`src/rtl/opicorv32_mem_ctrl.sv`:
```
// opicorv32_mem_ctrl: single-outstanding memory bus sequencer for the core.
// Issues fetch/load/store transfers, formats store data and strobes, and
// aligns/zero-extends read data for the control block.
// Optional build macro OPICORV32_MEM_RDATA_HOLD_EN: keeps the last read word
// in a holding register so mem_rdata_word stays valid after the transfer.
//
// state | meaning
// IDLE  | no transfer outstanding, accepts new requests
// RWAIT | read (fetch or load) on the bus, waiting for mem_ready
// WWAIT | store on the bus, waiting for mem_ready
// PREF  | prefetched word returned, waiting for the fetch to claim it
module opicorv32_mem_ctrl (
    input  logic        clk,
    input  logic        reset,
    input  logic        mem_do_prefetch,
    input  logic        mem_do_rinst,
    input  logic        mem_do_rdata,
    input  logic        mem_do_wdata,
    input  logic        trap,
    input  logic [1:0]  mem_wordsize,
    input  logic [31:0] next_pc,
    input  logic [31:0] reg_op1,
    input  logic [31:0] reg_op2,
    output logic        mem_done,
    output logic [31:0] mem_rdata_word,
    output logic        mem_valid,
    output logic        mem_instr,
    output logic [31:0] mem_addr,
    output logic [31:0] mem_wdata,
    output logic [3:0]  mem_wstrb,
    input  logic        mem_ready,
    input  logic [31:0] mem_rdata
);

    typedef enum logic [1:0] {
        IDLE  = 2'd0,
        RWAIT = 2'd1,
        WWAIT = 2'd2,
        PREF  = 2'd3
    } state_t;

    state_t      state, state_nxt;
    logic        valid_nxt, instr_nxt;
    logic [31:0] addr_nxt, wdata_nxt;
    logic [3:0]  wstrb_nxt;
    logic [31:0] store_data;
    logic [3:0]  store_strb;
    logic [31:0] rdata_src;
    logic [1:0]  a;
    logic        xfer;
    logic        instr_req, read_req;

    assign a         = reg_op1[1:0];
    assign xfer      = mem_valid & mem_ready;
    assign instr_req = mem_do_prefetch | mem_do_rinst;
    assign read_req  = instr_req | mem_do_rdata;

    // Store lane replication and byte-enable generation from size and offset.
    always_comb begin
        store_data = reg_op2;
        store_strb = 4'b1111;
        case (mem_wordsize)
            2'd1: begin
                store_data = {2{reg_op2[15:0]}};
                store_strb = a[1] ? 4'b1100 : 4'b0011;
            end
            2'd2: begin
                store_data = {4{reg_op2[7:0]}};
                store_strb = 4'b0001 << a;
            end
            default: begin
                store_data = reg_op2;
                store_strb = 4'b1111;
            end
        endcase
    end

    // State register and registered bus outputs; reset abandons any transfer.
    always_ff @(posedge clk) begin
        if (reset) begin
            state     <= IDLE;
            mem_valid <= 1'b0;
            mem_instr <= 1'b0;
            mem_addr  <= 32'd0;
            mem_wdata <= 32'd0;
            mem_wstrb <= 4'd0;
        end else begin
            state     <= state_nxt;
            mem_valid <= valid_nxt;
            mem_instr <= instr_nxt;
            mem_addr  <= addr_nxt;
            mem_wdata <= wdata_nxt;
            mem_wstrb <= wstrb_nxt;
        end
    end

    // Next-state and bus-output updates; bus fields only change at issue or completion.
    always_comb begin
        state_nxt = state;
        valid_nxt = mem_valid;
        instr_nxt = mem_instr;
        addr_nxt  = mem_addr;
        wdata_nxt = mem_wdata;
        wstrb_nxt = mem_wstrb;
        case (state)
            IDLE: begin
                if (!trap) begin
                    if (read_req) begin
                        valid_nxt = 1'b1;
                        wstrb_nxt = 4'd0;
                        instr_nxt = instr_req;
                        addr_nxt  = instr_req ? {next_pc[31:2], 2'b00}
                                              : {reg_op1[31:2], 2'b00};
                        state_nxt = RWAIT;
                    end else if (mem_do_wdata) begin
                        valid_nxt = 1'b1;
                        instr_nxt = 1'b0;
                        addr_nxt  = {reg_op1[31:2], 2'b00};
                        wdata_nxt = store_data;
                        wstrb_nxt = store_strb;
                        state_nxt = WWAIT;
                    end
                end
            end
            RWAIT: begin
                if (xfer) begin
                    valid_nxt = 1'b0;
                    state_nxt = (mem_do_rinst | mem_do_rdata) ? IDLE : PREF;
                end
            end
            WWAIT: begin
                if (xfer) begin
                    valid_nxt = 1'b0;
                    wstrb_nxt = 4'd0;
                    state_nxt = IDLE;
                end
            end
            PREF: begin
                if (mem_do_rinst) state_nxt = IDLE;
            end
            default: state_nxt = IDLE;
        endcase
    end

    // Completion pulse: a bus transfer the control block asked for, or a claimed prefetch.
    always_comb begin
        mem_done = ((xfer & (state != IDLE) & (mem_do_rinst | mem_do_rdata | mem_do_wdata))
                    | ((state == PREF) & mem_do_rinst)) & ~reset;
    end

`ifdef OPICORV32_MEM_RDATA_HOLD_EN
    logic [31:0] rdata_hold;

    // Capture every returned read word so a later claim still sees it.
    always_ff @(posedge clk) begin
        if (reset)
            rdata_hold <= 32'd0;
        else if (xfer && state == RWAIT)
            rdata_hold <= mem_rdata;
    end

    assign rdata_src = xfer ? mem_rdata : rdata_hold;
`else
    assign rdata_src = mem_rdata;
`endif

    // Lane select and zero extension of the read word by size and offset.
    always_comb begin
        mem_rdata_word = rdata_src;
        case (mem_wordsize)
            2'd1: mem_rdata_word = a[1] ? {16'd0, rdata_src[31:16]} : {16'd0, rdata_src[15:0]};
            2'd2: begin
                case (a)
                    2'd0:    mem_rdata_word = {24'd0, rdata_src[7:0]};
                    2'd1:    mem_rdata_word = {24'd0, rdata_src[15:8]};
                    2'd2:    mem_rdata_word = {24'd0, rdata_src[23:16]};
                    default: mem_rdata_word = {24'd0, rdata_src[31:24]};
                endcase
            end
            default: mem_rdata_word = rdata_src;
        endcase
    end

endmodule

```
`config.mk`:
```
export PLATFORM = sky130hd
export DESIGN_NAME = opicorv32_mem_ctrl
export DESIGN_NICKNAME = d
export VERILOG_FILES = /design/src/rtl/opicorv32_mem_ctrl.sv
export SDC_FILE = /design/constraint.sdc
export NUM_CORES = 1
export LEC_CHECK = 0
export CAP_MARGIN = 30
export CELL_PAD_IN_SITES_DETAIL_PLACEMENT = 0
export CELL_PAD_IN_SITES_GLOBAL_PLACEMENT = 1
export CORE_MARGIN = 2
export CORE_UTILIZATION = 27
export DETAILED_ROUTE_END_ITERATION = 12
export PLACE_DENSITY_LB_ADDON = 0.2
export SYNTH_ARGS = -nofsm -noshare
export SYNTH_HDL_FRONTEND = slang
export SYNTH_SLANG_ARGS = --single-unit
```
`constraint.sdc`:
```
create_clock -name clk -period 3.1 [get_ports clk]
set_clock_uncertainty 0.15 [all_clocks]
set_input_delay 0.31 -clock clk [delete_from_list [all_inputs] [get_ports clk]]
set_output_delay 0.31 -clock clk [all_outputs]
set_load 0.05 [all_outputs]
```
==> impl_metrics.json, run 1 <==
{
  "drtAntennaViolNets": 0,
  "warning_count": 32,
  "drive_gt1_share_pct": 11.63,
  "synthFlopType": "dfxtp_1",
  "yosys.area.top_type": "dfxtp_1",
  "grt_pass1_wl_mm": 24.54,
  "cts_buffer_depth": 2,
  "grt_max_degree": 63,
  "hold_violations": 0,
  "ys_warn_count": 0,
  "min_path_type": "register to register",
  "status": "completed",
  "setup_tns_ns": 0,
  "clk_pin_slew_ns": 0.06,
  "crit_type": "input pin to primary output",
  "port_buffers": 236,
  "yosysSeqAreaShare_pct": 35.38,
  "required_ns": 2.64,
  "total_power_w": 0.003911,
  "power.clock.fraction_pct": 29.1,
  "gp_congestion": 0.8074,
  "fmax_mhz": 352.1,
  "ir_worst_vdd_mv": 0.2622,
  "cellLeakagePower_nw": 2.574,
  "firstDrtPassIters": 4,
  "synth-async-reset-ratio_pct": 0,
  "grt_setup_unrepaired": "no",
  "min_period_ns": 2.840,
  "yosysTopAreaCellShare_pct": 35.38,
  "synth_stat.cells": 513,
  "tightest_slew_ns": 0.8377,
  "critical_path_arrival_ns": 2.38,
  "clock_sinks": 70,
  "drtIter0Drc": 248,
  "antenna-diode-count": 0,
  "tritoncts": "built",
  "die-width_um": 125.1,
  "edf_count": 0,
  "sw_frac_of_total_pct": 38.26,
  "avgSynthCellArea_um2": 7.722,
  "seqPwrFrac_pct": 27.5,
  "fill_cells": 1399
}
-- run 1: power by group through the flow --
stage	sequential (W)	combinational [W]	clock (W)
global route	0.00109	0.00180	0.00121
floorplan	0.00144	0.000653	0
detailed placement	0.00109	0.00170	0
CTS	0.00108	0.00171	0.00117
finish	0.00108	0.00170	0.00114
global placement	0.00109	0.00169	0
-- run 1: layout by cell type, fill, tap and decap left out, types with 10 or more instances in the layout --
| cell type | instances |
|---|---|
| a22oi_1 | 14 |
| a22o_1 | 10 |
| o21ai_0 | 58 |
| and2_1 | 16 |
| nor2_1 | 63 |
| nor3_1 | 16 |
| a311oi_2 | 10 |
| a311oi_1 | 20 |
| a21oi_1 | 23 |
| clkdlybuf4s50_1 | 202 |
| buf_4 | 13 |
| dfxtp_1 | 70 |
| nand2_1 | 80 |
| buf_12 | 35 |
-- run 1: cells by family after synthesis --
logic type               count (synthesis)  share of synthesized area, %
multiplexers                            13                         3.696
flip-flops                              70                         35.38
other                                    1                       0.09467
buffers and inverters                   59                         6.633
AND/OR/NAND/NOR                        199                         22.84
adder cells (fa/ha/maj)                  6                         1.895
AND-OR/OR-AND                          165                         29.47
-- run 1: final timing paths --
path                         from           endpoint  slack [ns]
hold / removal      mem_wdata[26]      mem_wdata[26]        0.31
hold reg to reg     mem_wdata[26]      mem_wdata[26]        0.31
setup / recovery  mem_wordsize[0]  mem_rdata_word[6]        0.26
setup reg to reg         state[0]       mem_addr[25]        1.13
-- run 1: sequential cells by signal (all words and copies together) (netlist names) --
| name | flops |
|---|---|
| mem_wstrb | 4 |
| mem_wdata | 32 |
| state | 2 |
| mem_valid | 1 |
| mem_instr | 1 |
| mem_addr | 30 |
-- run 1: layout make-up --
type / instances / area (um2) / share of cell area [%]
timing repair buffer: 251 / 2825 / 39.70
multi-input combinational: 385 / 2303 / 32.37
sequential: 70 / 1401 / 19.69
inverter: 9 / 33.78 / 0.4748
tap: 184 / 230.2 / 3.235
clock buffer: 9 / 225.2 / 3.165
clock inverter: 7 / 96.34 / 1.354
-- run 1: Yosys cell counts, types with 6 or more instances --
library cell,count
nor2_1,64
a22oi_1,14
dfxtp_1,70
o21ai_0,58
clkbuf_1,32
a221oi_1,8
a211oi_1,9
nor3_1,16
a311oi_1,20
buf_2,11
a21oi_1,23
a22o_1,10
nand2b_1,9
mux2i_1,9
inv_1,8
a311oi_2,10
and2_1,16
nand2_1,80
ha_1,6
-- run 1: critical path, stage by stage --
cell and delay [ns]:
clkdlybuf4s50_1 0.48, inv_1 0.05, ha_1 0.42, nor2b_1 0.65
a222oi_1 0.19, inv_1 0.14, buf_12 0.14
-- run 1: stage by stage --
stage	cell area, um2	std cells	util (%)
2_1_floorplan	3965	514	-
3_3_place_gp	6794	899	47.10
3_5_place_dp	6794	899	47.10
4_1_cts	7116	915	49.33
5_1_grt	7116	915	49.33
6_report	7116	915	49.33
-- run 1: routing by layer --
layer,GRT usage (%),vias up,wire [um]
li1,-,2267,-
met1,24.57,2148,6757
met2,31.04,190,7253
met3,6.590,11,1347
met4,5.948,0,193
met5,0,-,0
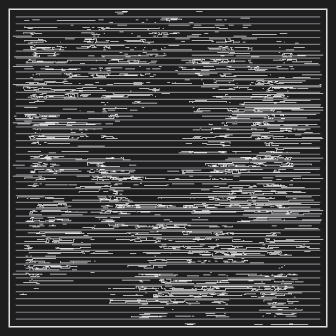
*Signal wires on met1, run 1*
Supply wires on this layer in gray.
longest straight run: 46.5 um
main direction: horizontal
met1 Use GR: 24.57%
final wirelength: 15.55 mm
Vias: 4616

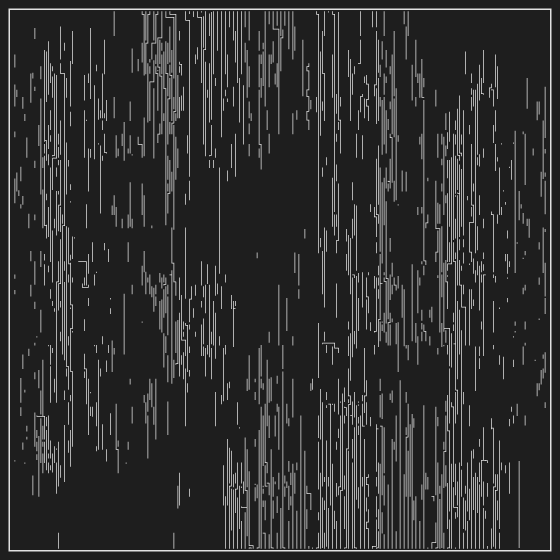
*Metal 2, run 1*
share of all routed wire: 47%
longest straight run: 55.2 um
nets with wire on the layer: 729
main direction: vertical
wire length on this layer: 7250 um
met2 GRT Util: 31.04%

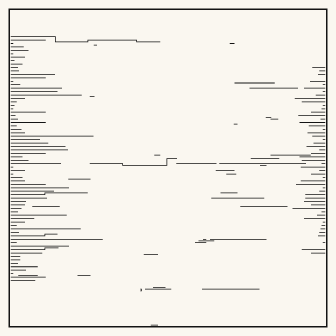
*Met3 routing, run 1*
main direction: horizontal
wire length on this layer: 1350 um
nets with wire on the layer: 147
share of all routed wire: 8.7%
longest straight run: 36.1 um

### Clock wiring as the flow saved it, run 1

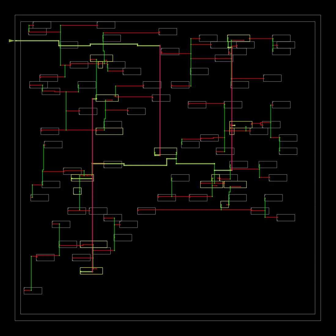

==> inputs of run 2 (changes only) <==
- CTS_CLUSTER_SIZE: default -> 10
- PLACE_DENSITY: default -> 0.81
- PLACE_DENSITY_LB_ADDON: 0.2 -> default
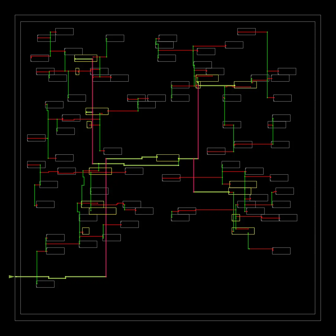
*Clock wiring as the flow saved it, run 2*
FFs & Latches: 70
Inserted Clock Buffers: 9

==> impl_metrics.json, run 2 <==
{
  "clock_sinks": 70,
  "overflow": 0,
  "hold_violations": 0,
  "total_power_w": 0.003889,
  "place_inst": 900,
  "setup_tns_ns": 0,
  "antenna_found_initial": 0,
  "ys_top_cells_by_area": "dfxtp_1 (35%), nand2_1 (7.6%), o21ai_0 (7.3%)",
  "fin_util_pct": 49.17,
  "synthTopCellsByCount": "nand2_1 (80), dfxtp_1 (70), nor2_1 (64)",
  "crit_type": "input pin to primary output",
  "drt-total-wl_mm": 15.46,
  "postCtsSetupRepairBufs": 0,
  "whs_ns": 0.3101,
  "ys_warn_count": 0,
  "drtAntennaViolNets": 0,
  "die-width_um": 125.1,
  "drtIter0Drc": 337,
  "edf_count": 0,
  "grt_setup_unrepaired": "no",
  "synth-async-reset-ratio_pct": 0,
  "setup_viol": 0,
  "antenna-diode-count": 0,
  "firstDrtPassIters": 4,
  "yosysTopAreaCellShare_pct": 35.38,
  "warning_count": 32,
  "top_regs": "mem_wdata (32), mem_addr (30), mem_wstrb (4)",
  "startpoint_type": "input pin",
  "final_common_cell": "clkdlybuf4s50_1",
  "grt_max_degree": 51,
  "ys_types": 49,
  "drc": 0,
  "p_per_area_nw_per_um2": 548.4,
  "die-area_um2": 15660,
  "tritoncts": "built",
  "grt_pass1_wl_mm": 24.05,
  "largest_reg_flops": 32,
  "syn-instance-count": 513,
  "gp_congestion": 0.8720,
  "synth_flops": 70,
  "ir_worst_vdd_mv": 0.2466,
  "crit_path_max_fanout": 11,
  "grt_use_total_pct": 19.11,
  "yosysSeqAreaShare_pct": 35.38,
  "avgSynthCellArea_um2": 7.722,
  "most-common-layout-cells": "clkdlybuf4s50_1 (202), nand2_1 (80), dfxtp_1 (70), nor2_1 (63), o21ai_0 (58)",
  "critical_path_arrival_ns": 2.33,
  "rows": 44,
  "slew_headroom_pct": 55.88,
  "wl_per_cell_um": 16.87,
  "cts_buffer_depth": 2,
  "synthToLayoutAreaGrowth_pct": 79.03,
  "final_cells": 916,
  "synthFlopType": "dfxtp_1",
  "pin_count": 241,
  "largest-register": "mem_wdata",
  "end_kind": "primary output",
  "min_period_ns": 2.788,
  "post-route-period-util_pct": 89.93,
  "status": "completed",
  "slew_violations": 0,
  "fmax_mhz": 358.7,
  "required_ns": 2.64,
  "yosys.cell_count.top_type": "nand2_1",
  "via_count": 4612,
  "cts_resized": 0,
  "synth_stat.cells": 513,
  "via_per_inst": 5.035,
  "tightest_slew_ns": 0.6618,
  "drive_gt1_share_pct": 11.61,
  "yosys.area.top_type": "dfxtp_1",
  "cellLeakagePower_nw": 2.564,
  "min_path_type": "register to register",
  "clk_pin_slew_ns": 0.06,
  "port_buffers": 236
}
[run 2: stage by stage]
step | area (um2) | setup slack [ns]
floorplan | 3965 | 0.4700
global placement | 6777 | 0.3123
detailed placement | 6777 | 0.3254
CTS | 7092 | 0.3062
global route | 7092 | 0.1692
finish | 7092 | 0.3122
[run 2: where the power goes]
| group | switching [W] | leakage, nW | total, W | internal (W) |
|---|---|---|---|---|
| Combinational | 0.00101 | 1.84 | 0.00170 | 0.000691 |
| Sequential | 0.0000660 | 0.572 | 0.00108 | 0.00101 |
| Clock | 0.000411 | 0.152 | 0.00111 | 0.000703 |
[run 2: worst paths after layout]
| path | start | to | slack [ns] | cells after the start |
|---|---|---|---|---|
| worst max register to register | state[1] | mem_addr[30] | 0.90 | 7 |
| worst min register to register | mem_wdata[31] | mem_wdata[31] | 0.31 | 2 |
| worst max-delay path | mem_wordsize[0] | mem_rdata_word[6] | 0.31 | 7 |
| worst min-delay path | mem_wdata[31] | mem_wdata[31] | 0.31 | 2 |
[run 2: cell type report]
type	instances	area, um2
clock inverter	6	86.33
tap	184	230.2
inverter	9	33.78
sequential	70	1401
timing repair buffer	252	2808
clock buffer	10	229.0
multi-input combinational	385	2303
fill	1407	7332
[run 2: cell families after synthesis]
kind of cell	Yosys count	synth area share, %
buffers and inverters	59	6.633
adders and majority gates	6	1.895
AOI/OAI and AO/OA	165	29.47
other	1	0.09467
muxes	13	3.696
DFF	70	35.38
and+or+nand+nor	199	22.84
[run 2: critical path: stages]
cell	delay, ns
clkdlybuf4s50_1	0.48
inv_1	0.05
ha_1	0.41
nor2b_1	0.57
a222oi_1	0.20
inv_1	0.16
buf_12	0.15
[run 2: per-layer routing]
layer  GRT usage, %  vias to the layer above  share of wire, %
met5              0                        -                 0
met4          6.536                        0               1.8
met3          6.761                       19               8.6
met2          33.44                      194                49
met1          21.59                     2140                41
li1               -                     2259                 -
Power figures rest on the tool's default switching activity, not on a simulated workload.
